**src/rtl/ad5791_cfg_sequencer_if.sv**
```systemverilog
// Configuration-side link between the sequencer and the AD5791 SPI serializer.
// Master drives the config/AXIS-cfg signals; slave (serializer) returns dac_ready.
interface ad5791_cfg_sequencer_if;
    logic        configuration_mode;
    logic [2:0]  configuration_axis;
    logic        configuration_send;
    logic [31:0] cfg_tdata;
    logic        cfg_tvalid;
    logic        dac_ready;

    modport master (
        output configuration_mode,
        output configuration_axis,
        output configuration_send,
        output cfg_tdata,
        output cfg_tvalid,
        input  dac_ready
    );

    modport slave (
        input  configuration_mode,
        input  configuration_axis,
        input  configuration_send,
        input  cfg_tdata,
        input  cfg_tvalid,
        output dac_ready
    );
endinterface

```
**src/rtl/ad5791_cfg_sequencer.sv**
```systemverilog
// Power-up / host register-write sequencer for the 4-channel AD5791 serializer.
// Latency: one word per cycle in LOAD, frame waits on dac_ready; host held off until STREAM.
module ad5791_cfg_sequencer #(
    parameter int                        NUM_DAC        = 4,
    parameter int                        DAC_WORD_WIDTH = 24,
    parameter logic [DAC_WORD_WIDTH-1:0] CTRL_WORD      = 24'h200012,
    parameter logic [DAC_WORD_WIDTH-1:0] ZERO_WORD      = 24'h100000,
    parameter int                        SETTLE_CYCLES  = 256,
    parameter int                        START_TIMEOUT  = 64,
    parameter int                        DONE_TIMEOUT   = 1024
) (
    input  logic                      a_clk,
    input  logic                      a_resetn,
    input  logic                      start,
    input  logic                      host_req,
    input  logic [1:0]                host_axis,
    input  logic [DAC_WORD_WIDTH-1:0] host_word,
    output logic                      host_ack,
    ad5791_cfg_sequencer_if.master    sif,
    output logic                      busy,
    output logic                      init_done,
    output logic                      error,
    output logic [3:0]                state_mon
);

    typedef enum logic [3:0] {
        RST_WAIT   = 4'd0,
        LOAD       = 4'd1,
        ARM        = 4'd2,
        WAIT_START = 4'd3,
        WAIT_DONE  = 4'd4,
        SETTLE     = 4'd5,
        STREAM     = 4'd6,
        ERROR      = 4'd7
    } state_t;

    typedef enum logic [1:0] {
        PH_CTRL = 2'd0,
        PH_ZERO = 2'd1,
        PH_HOST = 2'd2
    } phase_t;

    localparam logic [15:0] RDY_LIM    = 16'd15;
    localparam logic [15:0] START_LIM  = 16'(START_TIMEOUT - 1);
    localparam logic [15:0] DONE_LIM   = 16'(DONE_TIMEOUT - 1);
    localparam logic [15:0] SETTLE_LIM = 16'(SETTLE_CYCLES - 1);

    state_t                    state;
    phase_t                    phase;
    logic                      rdy_q;
    logic [2:0]                idx;
    logic [15:0]               timer;
    logic [15:0]               timer_inc;
    logic                      start_pend;
    logic [1:0]                host_axis_q;
    logic [DAC_WORD_WIDTH-1:0] host_word_q;
    logic [DAC_WORD_WIDTH-1:0] load_word;
    logic [1:0]                load_axis;
    logic [2:0]                load_cnt;

    assign timer_inc = (timer == 16'hFFFF) ? timer : timer + 16'd1;
    assign load_word = (phase == PH_CTRL) ? CTRL_WORD :
                       (phase == PH_ZERO) ? ZERO_WORD : host_word_q;
    assign load_axis = (phase == PH_HOST) ? host_axis_q : idx[1:0];
    assign load_cnt  = (phase == PH_HOST) ? 3'd1 : 3'(NUM_DAC);

    assign busy      = (state != STREAM) && (state != ERROR);
    assign state_mon = state;

    always_ff @(posedge a_clk or negedge a_resetn) begin
        if (!a_resetn) begin
            rdy_q <= 1'b0;
        end else begin
            rdy_q <= sif.dac_ready;
        end
    end

    always_ff @(posedge a_clk or negedge a_resetn) begin
        if (!a_resetn) begin
            state                  <= RST_WAIT;
            phase                  <= PH_CTRL;
            idx                    <= 3'd0;
            timer                  <= 16'd0;
            start_pend             <= 1'b0;
            host_axis_q            <= 2'd0;
            host_word_q            <= '0;
            host_ack               <= 1'b0;
            init_done              <= 1'b0;
            error                  <= 1'b0;
            sif.configuration_mode <= 1'b0;
            sif.configuration_axis <= 3'd0;
            sif.configuration_send <= 1'b0;
            sif.cfg_tdata          <= 32'd0;
            sif.cfg_tvalid         <= 1'b0;
        end else begin
            host_ack <= 1'b0;

            // A start outside STREAM is remembered and served on the next STREAM entry.
            if (start && state != STREAM && state != ERROR) begin
                start_pend <= 1'b1;
                init_done  <= 1'b0;
            end

            case (state)
                RST_WAIT: begin
                    if (!rdy_q) begin
                        timer <= 16'd0;
                    end else if (timer == RDY_LIM) begin
                        timer                  <= 16'd0;
                        phase                  <= PH_CTRL;
                        idx                    <= 3'd0;
                        sif.configuration_mode <= 1'b1;
                        state                  <= LOAD;
                    end else begin
                        timer <= timer_inc;
                    end
                end

                LOAD: begin
                    if (idx < load_cnt) begin
                        sif.cfg_tvalid         <= 1'b1;
                        sif.configuration_axis <= {1'b0, load_axis};
                        sif.cfg_tdata          <= 32'(load_word);
                        idx                    <= idx + 3'd1;
                    end else begin
                        sif.cfg_tvalid         <= 1'b0;
                        sif.configuration_axis <= 3'd0;
                        sif.cfg_tdata          <= 32'd0;
                        state                  <= ARM;
                    end
                end

                ARM: begin
                    sif.configuration_send <= 1'b1;
                    timer                  <= 16'd0;
                    state                  <= WAIT_START;
                end

                WAIT_START: begin
                    // No ready drop means the serializer saw an unchanged word: frame skipped.
                    if (!rdy_q) begin
                        sif.configuration_send <= 1'b0;
                        timer                  <= 16'd0;
                        state                  <= WAIT_DONE;
                    end else if (timer == START_LIM) begin
                        sif.configuration_send <= 1'b0;
                        timer                  <= 16'd0;
                        state                  <= SETTLE;
                    end else begin
                        timer <= timer_inc;
                    end
                end

                WAIT_DONE: begin
                    if (rdy_q) begin
                        timer <= 16'd0;
                        state <= SETTLE;
                    end else if (timer == DONE_LIM) begin
                        sif.configuration_mode <= 1'b0;
                        error                  <= 1'b1;
                        state                  <= ERROR;
                    end else begin
                        timer <= timer_inc;
                    end
                end

                SETTLE: begin
                    if (timer == SETTLE_LIM) begin
                        timer <= 16'd0;
                        case (phase)
                            PH_CTRL: begin
                                phase <= PH_ZERO;
                                idx   <= 3'd0;
                                state <= LOAD;
                            end
                            PH_ZERO: begin
                                init_done              <= ~(start_pend | start);
                                sif.configuration_mode <= 1'b0;
                                state                  <= STREAM;
                            end
                            default: begin
                                host_ack               <= 1'b1;
                                sif.configuration_mode <= 1'b0;
                                state                  <= STREAM;
                            end
                        endcase
                    end else begin
                        timer <= timer_inc;
                    end
                end

                STREAM: begin
                    if (start || start_pend) begin
                        start_pend             <= 1'b0;
                        init_done              <= 1'b0;
                        phase                  <= PH_CTRL;
                        idx                    <= 3'd0;
                        sif.configuration_mode <= 1'b1;
                        state                  <= LOAD;
                    end else if (host_req) begin
                        host_axis_q            <= host_axis;
                        host_word_q            <= host_word;
                        phase                  <= PH_HOST;
                        idx                    <= 3'd0;
                        sif.configuration_mode <= 1'b1;
                        state                  <= LOAD;
                    end
                end

                ERROR: begin
                    if (start) begin
                        error      <= 1'b0;
                        init_done  <= 1'b0;
                        start_pend <= 1'b0;
                        timer      <= 16'd0;
                        state      <= RST_WAIT;
                    end
                end

                default: begin
                    state <= RST_WAIT;
                end
            endcase
        end
    end

endmodule

```
**src/flat_wrapper.sv**
```systemverilog
// flat-port wrapper written by rule: the top's interface ports become plain ports
module ad5791_cfg_sequencer_flat 
#(
    parameter int                        NUM_DAC        = 4,
    parameter int                        DAC_WORD_WIDTH = 24,
    parameter logic [DAC_WORD_WIDTH-1:0] CTRL_WORD      = 24'h200012,
    parameter logic [DAC_WORD_WIDTH-1:0] ZERO_WORD      = 24'h100000,
    parameter int                        SETTLE_CYCLES  = 256,
    parameter int                        START_TIMEOUT  = 64,
    parameter int                        DONE_TIMEOUT   = 1024
)
  (a_clk, a_resetn, start, host_req, host_axis, host_word, host_ack, busy, init_done, error, state_mon, sif_configuration_mode, sif_configuration_axis, sif_configuration_send, sif_cfg_tdata, sif_cfg_tvalid, sif_dac_ready);
  ad5791_cfg_sequencer_if sif_i ();
  input  logic a_clk;
  input  logic a_resetn;
  input  logic start;
  input  logic host_req;
  input  logic [1:0] host_axis;
  input  logic [DAC_WORD_WIDTH-1:0] host_word;
  output logic host_ack;
  output logic busy;
  output logic init_done;
  output logic error;
  output logic [3:0] state_mon;
  output wire logic [$bits(sif_i.configuration_mode)-1:0] sif_configuration_mode;
  output wire logic [$bits(sif_i.configuration_axis)-1:0] sif_configuration_axis;
  output wire logic [$bits(sif_i.configuration_send)-1:0] sif_configuration_send;
  output wire logic [$bits(sif_i.cfg_tdata)-1:0] sif_cfg_tdata;
  output wire logic [$bits(sif_i.cfg_tvalid)-1:0] sif_cfg_tvalid;
  input wire logic [$bits(sif_i.dac_ready)-1:0] sif_dac_ready;
  assign sif_configuration_mode = sif_i.configuration_mode;
  assign sif_configuration_axis = sif_i.configuration_axis;
  assign sif_configuration_send = sif_i.configuration_send;
  assign sif_cfg_tdata = sif_i.cfg_tdata;
  assign sif_cfg_tvalid = sif_i.cfg_tvalid;
  assign sif_i.dac_ready = sif_dac_ready;
  ad5791_cfg_sequencer #(.NUM_DAC(NUM_DAC), .DAC_WORD_WIDTH(DAC_WORD_WIDTH), .CTRL_WORD(CTRL_WORD), .ZERO_WORD(ZERO_WORD), .SETTLE_CYCLES(SETTLE_CYCLES), .START_TIMEOUT(START_TIMEOUT), .DONE_TIMEOUT(DONE_TIMEOUT)) u_core (.a_clk(a_clk), .a_resetn(a_resetn), .start(start), .host_req(host_req), .host_axis(host_axis), .host_word(host_word), .host_ack(host_ack), .sif(sif_i), .busy(busy), .init_done(init_done), .error(error), .state_mon(state_mon));
endmodule
```
**config.mk**
```make
export PLATFORM = sky130hd
export DESIGN_NAME = ad5791_cfg_sequencer_flat
export DESIGN_NICKNAME = d
export VERILOG_FILES = /design/src/rtl/ad5791_cfg_sequencer_if.sv /design/src/rtl/ad5791_cfg_sequencer.sv /design/src/flat_wrapper.sv
export SDC_FILE = /design/constraint.sdc
export NUM_CORES = 1
export LEC_CHECK = 0
export CAP_MARGIN = 20
export CORE_UTILIZATION = 39
export DETAILED_ROUTE_END_ITERATION = 16
export HOLD_SLACK_MARGIN = 0.15
export MAX_ROUTING_LAYER = met4
export SYNTH_ARGS = -nofsm -noshare
export SYNTH_HDL_FRONTEND = slang
export SYNTH_SLANG_ARGS = --single-unit
export TNS_END_PERCENT = 10
```
**constraint.sdc**
```tcl
create_clock -name a_clk -period 3.7 [get_ports a_clk]
set_input_delay 1.11 -clock a_clk [delete_from_list [all_inputs] [get_ports a_clk]]
set_output_delay 1.11 -clock a_clk [all_outputs]
set_load 0.05 [all_outputs]
```
**Congestion heat map**

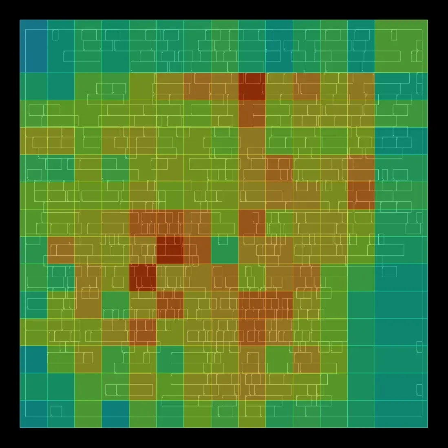
drt wl/cell: 15.2 µm
total track usage: 18.5%

==> flow_metrics.tcl <==
# yosys + openroad results
set metrics [dict create \
    p_leak_nw 2.19 \
    power.group.top "combinational logic" \
    fin_crit_ps 3250 \
    dp_cells 558 \
    grt_overflow_total 0 \
    period_used_pct 87.9 \
    design_area_um2 4960 \
    netlist-cell-type-count 49 \
    crit_buf_inv 1 \
    dominant_cells "registers" \
    final_common_cell "dfrtp_1" \
    wl_met1_um 4100 \
    cts_resized 0 \
    clock_power_mw 0.669 \
    postRouteAntennaNets 0 \
    highest_layer "met4" \
    fin_total_pwr_mw 3.62 \
    p_comb_share_pct 43.1 \
    cts_sinks 84 \
    hold_depth 2 \
    path_cells "nand2_1 > clkdlybuf4s50_1" \
    cts_buffers 9 \
    ys_cells 368 \
    logic_gates 259 \
    grtUsageMet3_pct 3.19 \
    crit_path_max_incr_delay_ps 770 \
    comb-cell-share_pct 34.9 \
    gp_congestion 0.838 \
    p_seq_share_pct 38.4 \
    grt_max_degree 53 \
    use_met2_pct 28.9 \
    buffers 77 \
    numSynthFlops 84 \
    fmax_mhz 307 \
    grtUsageMet1_pct 24.7 \
    ys_sh_aoi_pct 14.5 \
    top_logic_kind "simple AND/OR/NAND/NOR gates" \
    dp_slack_ps 768 \
    start_kind "flip-flop" \
    r2r_end "u_core.sif.cfg_tdata[6]" \
    regArea_um2 2100 \
    critPathRequiredTime_ps 2590 \
    seq_share_pct 42.4 \
    relSlewSlack_pct 56.3 \
    endpoint_kind "primary output" \
    ys.flop_type "dfrtp_1" \
    top_cells_by_count "84 x dfrtp_1, 31 x nand2_1, 28 x mux2_2, 28 x nor2_1, 20 x a22o_1" \
    p_per_area_nw_per_um2 730 \
    row_count 36 \
    grt.busiest_layer "met2" \
    hpwl_um 6010 \
    holdPathEnd "u_core.sif.cfg_tvalid" \
    cp_top_family "buffers and inverters" \
    grt_pass1_wl_um 14600 \
    syn_to_final_growth_pct 24.6 \
    log.warning_count 26 \
    p_int_mw 2.11 \
    ys_warn_count 0 \
    fin_util_pct 50.5 \
    min_path_type "reg -> reg" \
    n_sequential_cell 84 \
    topCellsByArea "dfrtp_1 53%, mux2_2 7.9%, a22o_1 4.4%, nand2_1 2.9%, buf_4 2.6%" \
    syn-cell-area_um2 3980 \
    die_h_um 103 \
    status "completed" \
    hold_violations 0 \
    top_cell "dfrtp_1" \
    r2r_cells 8 \
    wl_met2_um 4330 \
    h-tree-depth 3 \
    cp_slowest_cell "clkdlybuf4s50_1" \
    min_from "u_core.sif.cfg_tvalid" \
    r2r_setup_slack_ps 1400 \
    worst_hold_slack_ps 483 \
    layout_top_cells "84 x dfrtp_1, 65 x clkdlybuf4s50_1, 31 x nand2_1" \
    ys_sh_adder_pct 0.943 \
    p_sw_share_pct 41.6 \
    clkSlewWorstSetupHoldPaths_ps 90 \
    mux_area_share_pct 8.67 \
    drtIter0Drc 125 \
    rsz0062_at_grt "false" \
    tritoncts "yes" \
    fin_tns_setup_ps 0 \
    endpoint "busy" \
]
**Wiring by layer**

Scale: 4 px per µm. Only two layers are drawn.
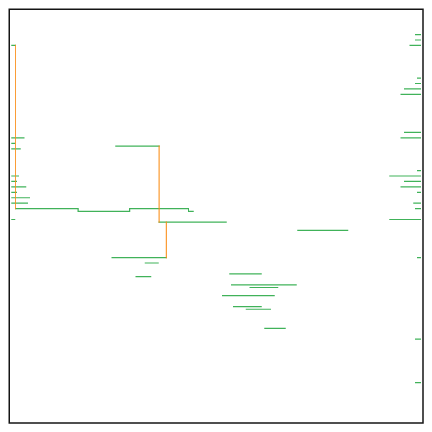
colour	layer	wire length
orange	M4	68.7 µm
green	M3	247 µm
vias post-DR: 3018
drt total wl: 8740 µm

